**src/rtl/ocp2axi_cpl.sv**
```systemverilog
// PCIe completion builder: packs a 3DW Cpl/CplD header plus OCP byte-wide read data onto a 64-bit AXI-Stream master.
// Optional response watchdog enabled by defining OCP2AXI_TIMEOUT_EN.
module ocp2axi_cpl #(
   parameter int unsigned TIMEOUT_CYCLES = 255
) (
   input  logic        clk,
   input  logic        reset,
   input  logic        cpl_valid,
   output logic        cpl_ready,
   input  logic        cpl_has_data,
   input  logic [9:0]  cpl_length,
   input  logic [15:0] cpl_req_id,
   input  logic [7:0]  cpl_tag,
   input  logic [6:0]  cpl_lower_addr,
   input  logic [15:0] cpl_completer_id,
   input  logic [1:0]  sresp,
   input  logic [7:0]  sdata,
   output logic        mrespaccept,
   output logic        s_axis_tvalid,
   input  logic        s_axis_tready,
   output logic [63:0] s_axis_tdata,
   output logic [7:0]  s_axis_tkeep,
   output logic        s_axis_tlast,
   output logic        resp_error,
   output logic        busy
);

   typedef enum logic [2:0] {
      IDLE,
      HDR0,
      HDR1_FILL,
      HDR1_SEND,
      DATA_FILL,
      DATA_SEND
   } state_t;

   localparam logic [1:0] SRESP_NULL = 2'b00;
   localparam logic [1:0] SRESP_DVA  = 2'b01;

   state_t      state_q, state_d;
   logic        cpl_ready_q, cpl_ready_d;
   logic        has_data_q, has_data_d;
   logic [15:0] req_id_q, req_id_d;
   logic [7:0]  tag_q, tag_d;
   logic [6:0]  lower_addr_q, lower_addr_d;
   logic [12:0] rem_q, rem_d;
   logic [3:0]  need_q, need_d;
   logic [2:0]  lane_q, lane_d;
   logic [63:0] data_q, data_d;
   logic [7:0]  keep_q, keep_d;
   logic        last_q, last_d;
   logic        tvalid_q, tvalid_d;
   logic        mrespaccept_q, mrespaccept_d;
   logic        resp_error_q, resp_error_d;
   logic        busy_q, busy_d;

   logic        flush;
   logic        is_fill;
   logic        take;
   logic [7:0]  byte_v;
   logic [2:0]  fmt;
   logic [9:0]  len_field;
   logic [11:0] byte_count;
   logic [31:0] dw0, dw1, dw2;

`ifdef OCP2AXI_TIMEOUT_EN
   logic        flush_q, flush_d;
   logic [31:0] tmo_q, tmo_d;
   assign flush = flush_q;
`else
   logic unused_tmo;
   assign flush      = 1'b0;
   assign unused_tmo = ^TIMEOUT_CYCLES;
`endif

   // Beat 0 is built straight from the context inputs in the handshake cycle
   assign fmt        = cpl_has_data ? 3'b010 : 3'b000;
   assign len_field  = cpl_has_data ? cpl_length : 10'd0;
   assign byte_count = cpl_has_data ? {cpl_length, 2'b00} : 12'd0;
   assign dw0 = {len_field[7:0], 6'b0, len_field[9:8], 8'h00, fmt, 5'b01010};
   assign dw1 = {byte_count[7:0], 3'b000, 1'b0, byte_count[11:8],
                 cpl_completer_id[7:0], cpl_completer_id[15:8]};
   assign dw2 = {1'b0, lower_addr_q, tag_q, req_id_q[7:0], req_id_q[15:8]};

   assign is_fill = (state_q == HDR1_FILL) || (state_q == DATA_FILL);

   always_comb begin
      state_d       = state_q;
      cpl_ready_d   = cpl_ready_q;
      has_data_d    = has_data_q;
      req_id_d      = req_id_q;
      tag_d         = tag_q;
      lower_addr_d  = lower_addr_q;
      rem_d         = rem_q;
      need_d        = need_q;
      lane_d        = lane_q;
      data_d        = data_q;
      keep_d        = keep_q;
      last_d        = last_q;
      tvalid_d      = tvalid_q;
      resp_error_d  = 1'b0;
      take          = 1'b0;
      byte_v        = 8'h00;

      case (state_q)
         IDLE: begin
            cpl_ready_d = 1'b1;
            if (cpl_valid && cpl_ready_q) begin
               cpl_ready_d  = 1'b0;
               has_data_d   = cpl_has_data;
               req_id_d     = cpl_req_id;
               tag_d        = cpl_tag;
               lower_addr_d = cpl_lower_addr;
               if (!cpl_has_data)
                  rem_d = 13'd0;
               else if (cpl_length == 10'd0)
                  rem_d = 13'd4096;
               else
                  rem_d = {1'b0, cpl_length, 2'b00};
               data_d   = {dw1, dw0};
               keep_d   = 8'hFF;
               last_d   = 1'b0;
               tvalid_d = 1'b1;
               state_d  = HDR0;
            end
         end

         HDR0: begin
            if (s_axis_tready) begin
               tvalid_d = 1'b0;
               data_d   = {32'h0, dw2};
               lane_d   = 3'd4;
               need_d   = has_data_q ? 4'd4 : 4'd0;
               keep_d   = has_data_q ? 8'hFF : 8'h0F;
               state_d  = HDR1_FILL;
            end
         end

         HDR1_FILL, DATA_FILL: begin
            take = (need_q != 4'd0) &&
                   (flush || (mrespaccept_q && (sresp != SRESP_NULL)));
            if (take) begin
               // Error responses and watchdog fill still occupy a lane so framing is preserved
               byte_v = (!flush && (sresp == SRESP_DVA)) ? sdata : 8'h00;
               data_d[{lane_q, 3'b000} +: 8] = byte_v;
               lane_d       = lane_q + 3'd1;
               need_d       = need_q - 4'd1;
               rem_d        = rem_q - 13'd1;
               resp_error_d = !flush && sresp[1];
            end
            if (need_d == 4'd0) begin
               tvalid_d = 1'b1;
               last_d   = (rem_d == 13'd0);
               state_d  = (state_q == HDR1_FILL) ? HDR1_SEND : DATA_SEND;
            end
         end

         HDR1_SEND, DATA_SEND: begin
            if (s_axis_tready) begin
               tvalid_d = 1'b0;
               if (rem_q != 13'd0) begin
                  data_d  = '0;
                  lane_d  = 3'd0;
                  state_d = DATA_FILL;
                  if (rem_q >= 13'd8) begin
                     need_d = 4'd8;
                     keep_d = 8'hFF;
                  end else begin
                     need_d = rem_q[3:0];
                     keep_d = 8'h0F;
                  end
               end else begin
                  cpl_ready_d = 1'b1;
                  state_d     = IDLE;
               end
            end
         end

         default: begin
            state_d = IDLE;
         end
      endcase

`ifdef OCP2AXI_TIMEOUT_EN
      flush_d = flush_q;
      tmo_d   = '0;
      if (state_d == IDLE) begin
         flush_d = 1'b0;
      end else if (is_fill && !flush_q && !take && (need_q != 4'd0)) begin
         tmo_d = tmo_q + 32'd1;
         if (tmo_d >= TIMEOUT_CYCLES) begin
            flush_d      = 1'b1;
            resp_error_d = 1'b1;
            tmo_d        = '0;
         end
      end
      mrespaccept_d = ((state_d == HDR1_FILL) || (state_d == DATA_FILL)) &&
                      (need_d != 4'd0) && !flush_d;
`else
      mrespaccept_d = ((state_d == HDR1_FILL) || (state_d == DATA_FILL)) &&
                      (need_d != 4'd0);
`endif

      busy_d = (state_d != IDLE);
   end

   always_ff @(posedge clk or posedge reset) begin
      if (reset) begin
         state_q       <= IDLE;
         cpl_ready_q   <= 1'b0;
         has_data_q    <= 1'b0;
         req_id_q      <= '0;
         tag_q         <= '0;
         lower_addr_q  <= '0;
         rem_q         <= '0;
         need_q        <= '0;
         lane_q        <= '0;
         data_q        <= '0;
         keep_q        <= '0;
         last_q        <= 1'b0;
         tvalid_q      <= 1'b0;
         mrespaccept_q <= 1'b0;
         resp_error_q  <= 1'b0;
         busy_q        <= 1'b0;
      end else begin
         state_q       <= state_d;
         cpl_ready_q   <= cpl_ready_d;
         has_data_q    <= has_data_d;
         req_id_q      <= req_id_d;
         tag_q         <= tag_d;
         lower_addr_q  <= lower_addr_d;
         rem_q         <= rem_d;
         need_q        <= need_d;
         lane_q        <= lane_d;
         data_q        <= data_d;
         keep_q        <= keep_d;
         last_q        <= last_d;
         tvalid_q      <= tvalid_d;
         mrespaccept_q <= mrespaccept_d;
         resp_error_q  <= resp_error_d;
         busy_q        <= busy_d;
      end
   end

`ifdef OCP2AXI_TIMEOUT_EN
   always_ff @(posedge clk or posedge reset) begin
      if (reset) begin
         flush_q <= 1'b0;
         tmo_q   <= '0;
      end else begin
         flush_q <= flush_d;
         tmo_q   <= tmo_d;
      end
   end
`endif

   // Beat fields are meaningful only while tvalid is high
   assign cpl_ready     = cpl_ready_q;
   assign mrespaccept   = mrespaccept_q;
   assign s_axis_tvalid = tvalid_q;
   assign s_axis_tdata  = tvalid_q ? data_q : 64'h0;
   assign s_axis_tkeep  = tvalid_q ? keep_q : 8'h00;
   assign s_axis_tlast  = tvalid_q & last_q;
   assign resp_error    = resp_error_q;
   assign busy          = busy_q;

endmodule
```
**config.mk**
```make
export PLATFORM = sky130hd
export DESIGN_NAME = ocp2axi_cpl
export DESIGN_NICKNAME = d
export VERILOG_FILES = /design/src/rtl/ocp2axi_cpl.sv
export SDC_FILE = /design/constraint.sdc
export NUM_CORES = 1
export LEC_CHECK = 0
export ABC_CLOCK_PERIOD_IN_PS = 6100
export CELL_PAD_IN_SITES_DETAIL_PLACEMENT = 2
export CELL_PAD_IN_SITES_GLOBAL_PLACEMENT = 2
export CORE_ASPECT_RATIO = 0.6
export CORE_UTILIZATION = 32
export DETAILED_ROUTE_END_ITERATION = 12
export GPL_TIMING_DRIVEN = 0
export PLACE_DENSITY_LB_ADDON = 0.1
export SYNTH_ARGS = -nofsm -noshare
export SYNTH_HDL_FRONTEND = slang
export SYNTH_SLANG_ARGS = --single-unit
```
**constraint.sdc**
```tcl
create_clock -name clk -period 6.1 [get_ports clk]
set_clock_uncertainty 0.05 [all_clocks]
set_input_delay 1.525 -clock clk [delete_from_list [all_inputs] [get_ports clk]]
set_output_delay 1.525 -clock clk [all_outputs]
set_load 0.01 [all_outputs]
```
Figure 1. M3 wires.
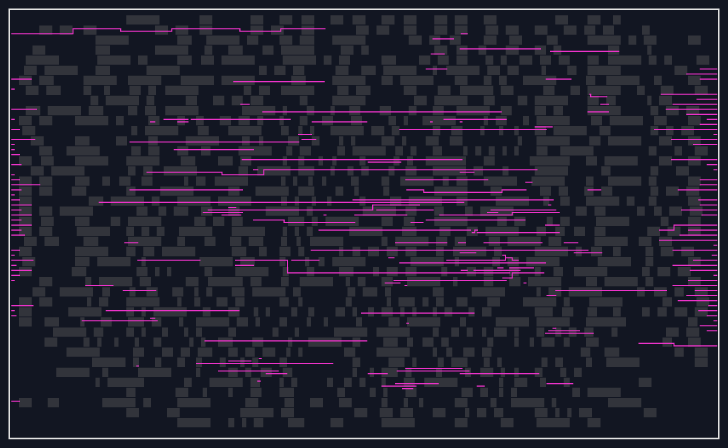
The longest straight run is 98.4 um. The layer holds 7.5% of the routed length. The layer carries 2310 um of wire. 147 nets have wire on it. The wires run mostly horizontal.

Figure 2. Clock distribution.
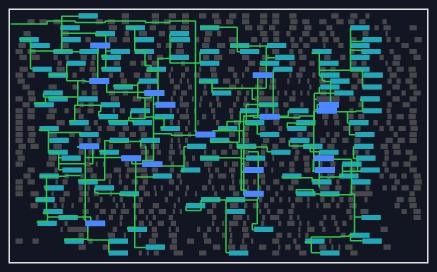
Key: flip-flops = cyan [count 127]; clock wires = green [length 2040 um]; clock-net drivers = blue [count 17]
There are 18 routed clock nets.

==> flow_summary.toml <==
# generated from flow reports
[run_status]
status = "finished clean"

[routing]
dr_total_vias = 6593
dr.pass1.iters = 5
drtIter0Drc = 533

[cells_and_area]
regMostFlops = "data_q"
logic_area_sq_mm = 0.00338
clkbuf_count = 18
drive_gt1_share_pct = 12.6
design_area_sq_mm = 0.00936
dominant_cells = "logic gates"
layout.nets = 912
final_cells = 1125
comb_area_share_pct = 36.1

[synthesis]
ys.flop_type = "dfrtp_1"
ys_sh_simple_pct = 18.2
yosys_warnings = 0
ys_sh_mux_pct = 5.38
syn_inst = 665
synth-async-reset-ratio_pct = 100

[final_timing]
relSlewSlack_pct = 10.4
worst_pin_slew_ns = 1.33
grt_setup_unrepaired = "no"
tns_ns = 0
post-route-period-util_pct = 68.1
slew_viol_final = 0
period_needed_ns = 4.16
hold_viol_final = 0

[global_route]
overflow = 0
grt_usage_pct = 28.9
top_usage_layer = "met2"
grt_use_met1_pct = 42.1
antenna_found_initial = 1
grt_max_degree = 77
grt_pass1_wl_mm = 46.7

[clock_network]
cts_setup_buffers = 0
cts_tree = "done"
clockBufferDepth = 2
clkSinkCount = 127
insertion_delay_ns = 0.42

[worst_hold_path]
hold_class = "reg2reg"
hold_start = "keep_q[3]$_DFFE_PP0P_"

[die]
die_area_sq_mm = 0.0221

[worst_setup_path]
r2r-start = "need_q[0]$_DFF_PP0_"
reg2reg_depth = 8
critPathKind = "in2reg"

[place]
hpwl_mm = 22.8

[pwr]
leakagePower_uw = 0.00371
-- cells in the mapped netlist, drive strengths merged, types with 5 or more instances --
master | instances | area [sq um]
a21o | 6 | 45.0
a21oi | 9 | 45.0
a221o | 8 | 80.1
a221oi | 15 | 149
a22oi | 32 | 240
a32oi | 15 | 131
and2 | 70 | 438
and3 | 11 | 68.8
buf | 26 | 164
clkbuf | 29 | 110
dfrtp | 127 | 3180
ha | 6 | 75.1
inv | 12 | 45.0
mux2 | 32 | 360
nand2 | 35 | 141
nand3 | 10 | 50.1
nand4 | 6 | 37.5
nor2 | 29 | 111
nor3 | 26 | 135
nor4 | 11 | 87.6
o21ai | 31 | 181
o2bb2ai | 64 | 561
xnor2 | 5 | 43.8
-- worst max-delay path: cells and delay by family --
family	cells	cell delay [ns]
AOI/OAI and AO/OA	5	1.59
and+or+nand+nor	1	0.75
buffers and inverters	1	0.57
-- per-stage QoR --
step / total power, uW / worst slack (ns)
floorplan: 3100 / 1.14
global route: 5770 / 1.84
CTS: 5460 / 2.03
detailed placement: 4330 / 1.65
global placement: 4160 / -0.888
finish: 5470 / 1.94
-- worst min-delay path by stage --
| stage | endpoint | slack (ns) | cells past startpoint |
|---|---|---|---|
| floorplan | keep_q[3]$_DFFE_PP0P_ | 0.37 | 1 |
| global placement | keep_q[3]$_DFFE_PP0P_ | 0.40 | 1 |
| detailed placement | keep_q[3]$_DFFE_PP0P_ | 0.40 | 1 |
| CTS | keep_q[3]$_DFFE_PP0P_ | 0.42 | 1 |
| global route | keep_q[3]$_DFFE_PP0P_ | 0.45 | 1 |
| finish | keep_q[3]$_DFFE_PP0P_ | 0.41 | 1 |
-- report_power, final --
group	switching [uW]	internal, uW	total [uW]
sequential	275	1180	1460
combinational	1750	1180	2940
clock	419	653	1070
No activity file was given, so power comes from the tool's default toggle rates.
